`config.mk`:
```
export PLATFORM = sky130hd
export DESIGN_NAME = lib_switch_allocator_onehot
export DESIGN_NICKNAME = d
export VERILOG_FILES = /design/src/rtl/lib_pkg.sv /design/src/rtl/lib_arbiter_rr.sv /design/src/rtl/lib_switch_allocator_onehot.sv
export SDC_FILE = /design/constraint.sdc
export NUM_CORES = 1
export LEC_CHECK = 0
export ABC_AREA = 0
export CAP_MARGIN = 20
export CORE_ASPECT_RATIO = 0.7
export CORE_UTILIZATION = 45
export CTS_CLUSTER_SIZE = 10
export DETAILED_ROUTE_END_ITERATION = 7
export MAX_ROUTING_LAYER = met4
export PLACE_DENSITY = 0.78
export RECOVER_POWER = 50
export SYNTH_ARGS = -nofsm -noshare
export SYNTH_HDL_FRONTEND = slang
export SYNTH_SLANG_ARGS = --single-unit
```
`constraint.sdc`:
```
create_clock -name clk -period 4.15 [get_ports clk]
set_clock_uncertainty 0.1 [all_clocks]
set_input_delay 0.6225 -clock clk [delete_from_list [all_inputs] [get_ports clk]]
set_output_delay 0.6225 -clock clk [all_outputs]
set_load 0.005 [all_outputs]
```
`src/rtl/lib_pkg.sv`:
```
// Shared library package: sizing helpers used by the switch allocator and its arbiters.
package lib_pkg;

  // Width of an index into n items; never narrower than one bit so N=1 still yields a legal vector.
  function automatic int idx_width(input int n);
    return (n > 1) ? $clog2(n) : 1;
  endfunction

endpackage : lib_pkg

```
`src/rtl/lib_arbiter_rr.sv`:
```
// Combinational round-robin arbiter: picks the first requester at or after ptr, wrapping N-1 -> 0.
module lib_arbiter_rr
  import lib_pkg::*;
#(
  parameter int N  = 4,
  parameter int IW = idx_width(N)
) (
  input  logic [0:N-1]  req,
  input  logic [IW-1:0] ptr,
  output logic [0:N-1]  gnt,
  output logic [IW-1:0] gnt_idx
);

  always_comb begin
    int   idx;
    logic found;
    // NOTE: every output and temporary gets a default before the loop so no path leaves
    // a value unassigned; otherwise synthesis infers latches.
    gnt     = '0;
    gnt_idx = '0;
    found   = 1'b0;
    idx     = 0;
    for (int k = 0; k < N; k++) begin
      idx = int'(ptr) + k;
      if (idx >= N) idx = idx - N;
      if (!found && req[idx]) begin
        found    = 1'b1;
        gnt[idx] = 1'b1;
        gnt_idx  = IW'(idx);
      end
    end
  end

endmodule : lib_arbiter_rr

```
`src/rtl/lib_switch_allocator_onehot.sv`:
```
// Wormhole switch allocator: per-output round-robin arbitration plus packet lock until the tail flit,
// producing the one-hot crossbar select matrix, input pops (o_grant) and output valids.
module lib_switch_allocator_onehot
  import lib_pkg::*;
#(
  parameter int N = 4,
  parameter int M = 4
) (
  input  logic                  clk,
  input  logic                  reset_n,
  input  logic [0:N-1][0:M-1]   i_req,
  input  logic [0:N-1]          i_tail,
  input  logic [0:M-1]          i_out_ready,
  output logic [0:M-1][0:N-1]   o_sel,
  output logic [0:N-1]          o_grant,
  output logic [0:M-1]          o_valid
);

  localparam int IW = idx_width(N);

  typedef enum logic {
    ST_IDLE   = 1'b0,
    ST_LOCKED = 1'b1
  } lock_state_e;

  lock_state_e         state_q [M];
  lock_state_e         state_d [M];
  logic [IW-1:0]       owner_q [M];
  logic [IW-1:0]       owner_d [M];
  logic [IW-1:0]       ptr_q   [M];
  logic [IW-1:0]       ptr_d   [M];

  logic [0:M-1]        req_mask [N];
  logic [0:N-1]        busy;
  logic [0:N-1]        cand    [M];
  logic [0:N-1]        arb_gnt [M];
  logic [IW-1:0]       arb_idx [M];

  logic [0:M-1][0:N-1] sel;
  logic [0:N-1]        grant;
  logic [0:M-1]        xfer;

  function automatic logic [IW-1:0] inc_idx(input logic [IW-1:0] idx);
    return (int'(idx) == N - 1) ? '0 : idx + IW'(1);
  endfunction

  // A malformed request row keeps only its lowest-index output, so each input targets at most one output.
  always_comb begin
    logic found;
    for (int j = 0; j < N; j++) begin
      req_mask[j] = '0;
      found       = 1'b0;
      for (int m = 0; m < M; m++) begin
        if (i_req[j][m] && !found) begin
          req_mask[j][m] = 1'b1;
          found          = 1'b1;
        end
      end
    end
  end

  // Inputs already streaming a packet through some output may not start a second one elsewhere.
  always_comb begin
    busy = '0;
    for (int m = 0; m < M; m++) begin
      if (state_q[m] == ST_LOCKED) busy[owner_q[m]] = 1'b1;
    end
  end

  always_comb begin
    for (int m = 0; m < M; m++) begin
      for (int j = 0; j < N; j++) begin
        cand[m][j] = req_mask[j][m] & ~busy[j];
      end
    end
  end

  for (genvar m = 0; m < M; m++) begin : g_arb
    lib_arbiter_rr #(
      .N  (N),
      .IW (IW)
    ) u_arb (
      .req     (cand[m]),
      .ptr     (ptr_q[m]),
      .gnt     (arb_gnt[m]),
      .gnt_idx (arb_idx[m])
    );
  end

  always_comb begin
    sel     = '0;
    grant   = '0;
    xfer    = '0;
    state_d = state_q;
    owner_d = owner_q;
    ptr_d   = ptr_q;
    for (int m = 0; m < M; m++) begin
      if (state_q[m] == ST_IDLE) begin
        // The winner is shown on o_sel even when the output is stalled; it is re-arbitrated next cycle.
        if (|cand[m]) begin
          sel[m] = arb_gnt[m];
          if (i_out_ready[m]) begin
            xfer[m]           = 1'b1;
            grant[arb_idx[m]] = 1'b1;
            if (i_tail[arb_idx[m]]) begin
              ptr_d[m] = inc_idx(arb_idx[m]);
            end else begin
              state_d[m] = ST_LOCKED;
              owner_d[m] = arb_idx[m];
            end
          end
        end
      end else begin
        // Locked: hold the crossbar path; an owner with no request is a bubble, not a release.
        sel[m][owner_q[m]] = 1'b1;
        if (req_mask[owner_q[m]][m] && i_out_ready[m]) begin
          xfer[m]           = 1'b1;
          grant[owner_q[m]] = 1'b1;
          if (i_tail[owner_q[m]]) begin
            state_d[m] = ST_IDLE;
            ptr_d[m]   = inc_idx(owner_q[m]);
          end
        end
      end
    end
  end

  always_ff @(posedge clk or negedge reset_n) begin
    if (!reset_n) begin
      for (int m = 0; m < M; m++) begin
        state_q[m] <= ST_IDLE;
        owner_q[m] <= '0;
        ptr_q[m]   <= '0;
      end
    end else begin
      // NOTE: non-blocking assignments so every per-output register samples the same pre-edge state.
      state_q <= state_d;
      owner_q <= owner_d;
      ptr_q   <= ptr_d;
    end
  end

  assign o_sel   = reset_n ? sel   : '0;
  assign o_grant = reset_n ? grant : '0;
  assign o_valid = reset_n ? xfer  : '0;

endmodule : lib_switch_allocator_onehot

```
### Metal layers overlaid

Scale bar: 20 um.
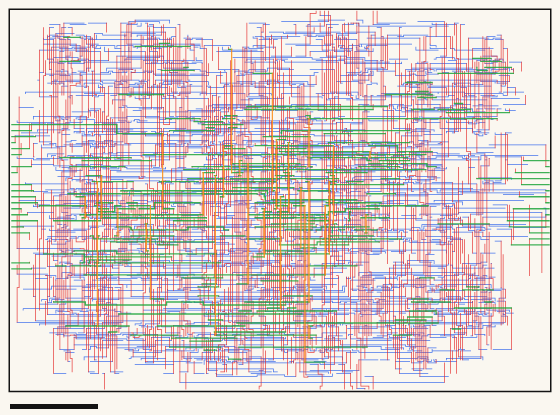
met3 -> green  # wire length 2240 um
met2 -> red  # wire length 8880 um
met1 -> blue  # wire length 8400 um
met4 -> orange  # wire length 452 um

### Placement density heat map

The die is cut into 12 by 9 equal tiles; dark blue is low, red is high, 0 to 100% covered.
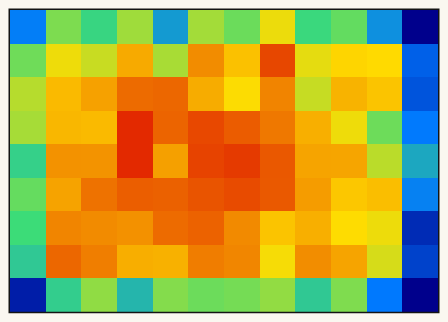
fullest tile = 95%
tiles over 75% full = 53%
nearly empty tiles = 1.9%
densest ninth of the die = middle
mean over tiles = 68%

==> results.toml <==
# flow metrics
[critical_path]
path_cells = "inv_2, ha_2, a22oi_2, and3_4, mux4_2, or4_4, o22a_4, buf_6, ha_1, a222oi_1, a31oi_1, buf_2"
reg2reg_to = "ptr_q[7]$_DFFE_PN0P_"
endpoint = "o_grant[1]"
start_kind = "flip-flop"
r2r_start = "owner_q[6]$_DFFE_PN0P_"
cp-startpoint = "owner_q[7]$_DFFE_PN0P_"
regToRegSetupSlack_ns = 0.47
path_depth = 12
cp.required_ns = 3.43
r2r_cells = 16
worstPathArrival_ns = 3.70
path_max_fanout = 5
critical_path.top_delay_family = "AND-OR/OR-AND gates"

[floorplan]
design.die.area_um2 = 10510
num_rows = 30
ios = 50
die_w_um = 122.1

[synthesis]
flop_cell = "dfrtp_1"
async_flop_share_pct = 100.0
top_area_cell = "ha_1"
yosys_cells = 585
syn_area_per_cell_um2 = 7.770
numSynthFlops = 20
synth.top_cells.by_count = "ha_1, nand2_1, nor2_1"
syn_area_um2 = 4546
yosysWarnings = 0
synth_top_cell_by_count = "ha_1"
syn_inst = 585
ys_sh_xor_pct = 0
fp_nets = 672

[timing]
max-slew-margin-rel_pct = 61.90
whs_ns = 0.6147
worst_pin_slew_ns = 0.5709
tns_ns = -1.057
setup_viol = 7
worst_slack_ns = -0.2687
fmax_ghz = 0.2263
hold_viol = 0

[drt]
ant_nets = 0
drc = 0
drt-pass1-iter-count = 5
drt-wirelength-per-cell_um = 21.10

[status]
violations = "setup timing"
status = "finished, violations left"

[layout]
antenna_cells = 0
areaGrowthSynthToFinish_pct = 60.39
instances_no_fill = 946
largest_registers = "owner_q: 8 flops, ptr_q: 8 flops, state_q: 4 flops"
post_route_cells_drive_above_1_share_pct = 41.69
num-nets-final = 906
postLayoutCoreUtil_pct = 74.71

[power]
leakage_nw = 3.235
total_power_mw = 5.304
seq-power_mw = 0.421
sw_frac_of_total_pct = 49.93
pwr-share-comb_pct = 87.6
intPower_mw = 2.656
power_switching_mw = 2.648
comb_power_mw = 4.65
power_leader = "combinational cells"
powerDensity_nw_per_um2 = 727.5

[grt]
grt_antenna_before_repair = 0
grt.overflow.total = 0
grt_usage_pct = 38.88

[cts]
cts.sinks = 20
cts_resized = 156
cts_buffers = 3
clock-root-buffer = "clkbuf_16"
clk_pin_slew_ns = 0.06

[placed_design]
dp_hpwl_um = 14300
dp_cells = 903
dpl_cell_area_um2 = 6355
gp_congestion = 1.022

[min_path]
hold_class = "reg -> reg"
worstHoldStart = "owner_q[4]$_DFFE_PN0P_"

[flow_run]
maxCapViolations = 0
## routing by layer
layer	part of all wire (%)	vias to the layer above	routed length (um)	global-route usage, %
met3	11	59	2236	8.710
met4	2.3	0	451	9.313
met1	42	2925	8397	52.47
met2	44	408	8878	58.65
met5	0	-	0	-
li1	-	2687	-	-
## cell families (layout without fill, tap and decap cells)
kind of cell / Yosys count / after routing
buffers and inverters: 67 / 300
AND/OR/NAND/NOR: 219 / 219
adder cells (fa/ha/maj): 61 / 61
AND-OR/OR-AND: 180 / 180
multiplexers: 38 / 38
flip-flops: 20 / 20
## cell type report
cell class	instances	area (um^2)	share of cell area [%]
repair buffers	259	2068	28.37
inverters	37	141.4	1.939
clock buffers	4	88.84	1.218
flip-flops and latches	20	504.2	6.916
multi-input cells	498	4328	59.36
well taps	128	160.2	2.197
Power and IR drop assume default switching activity.
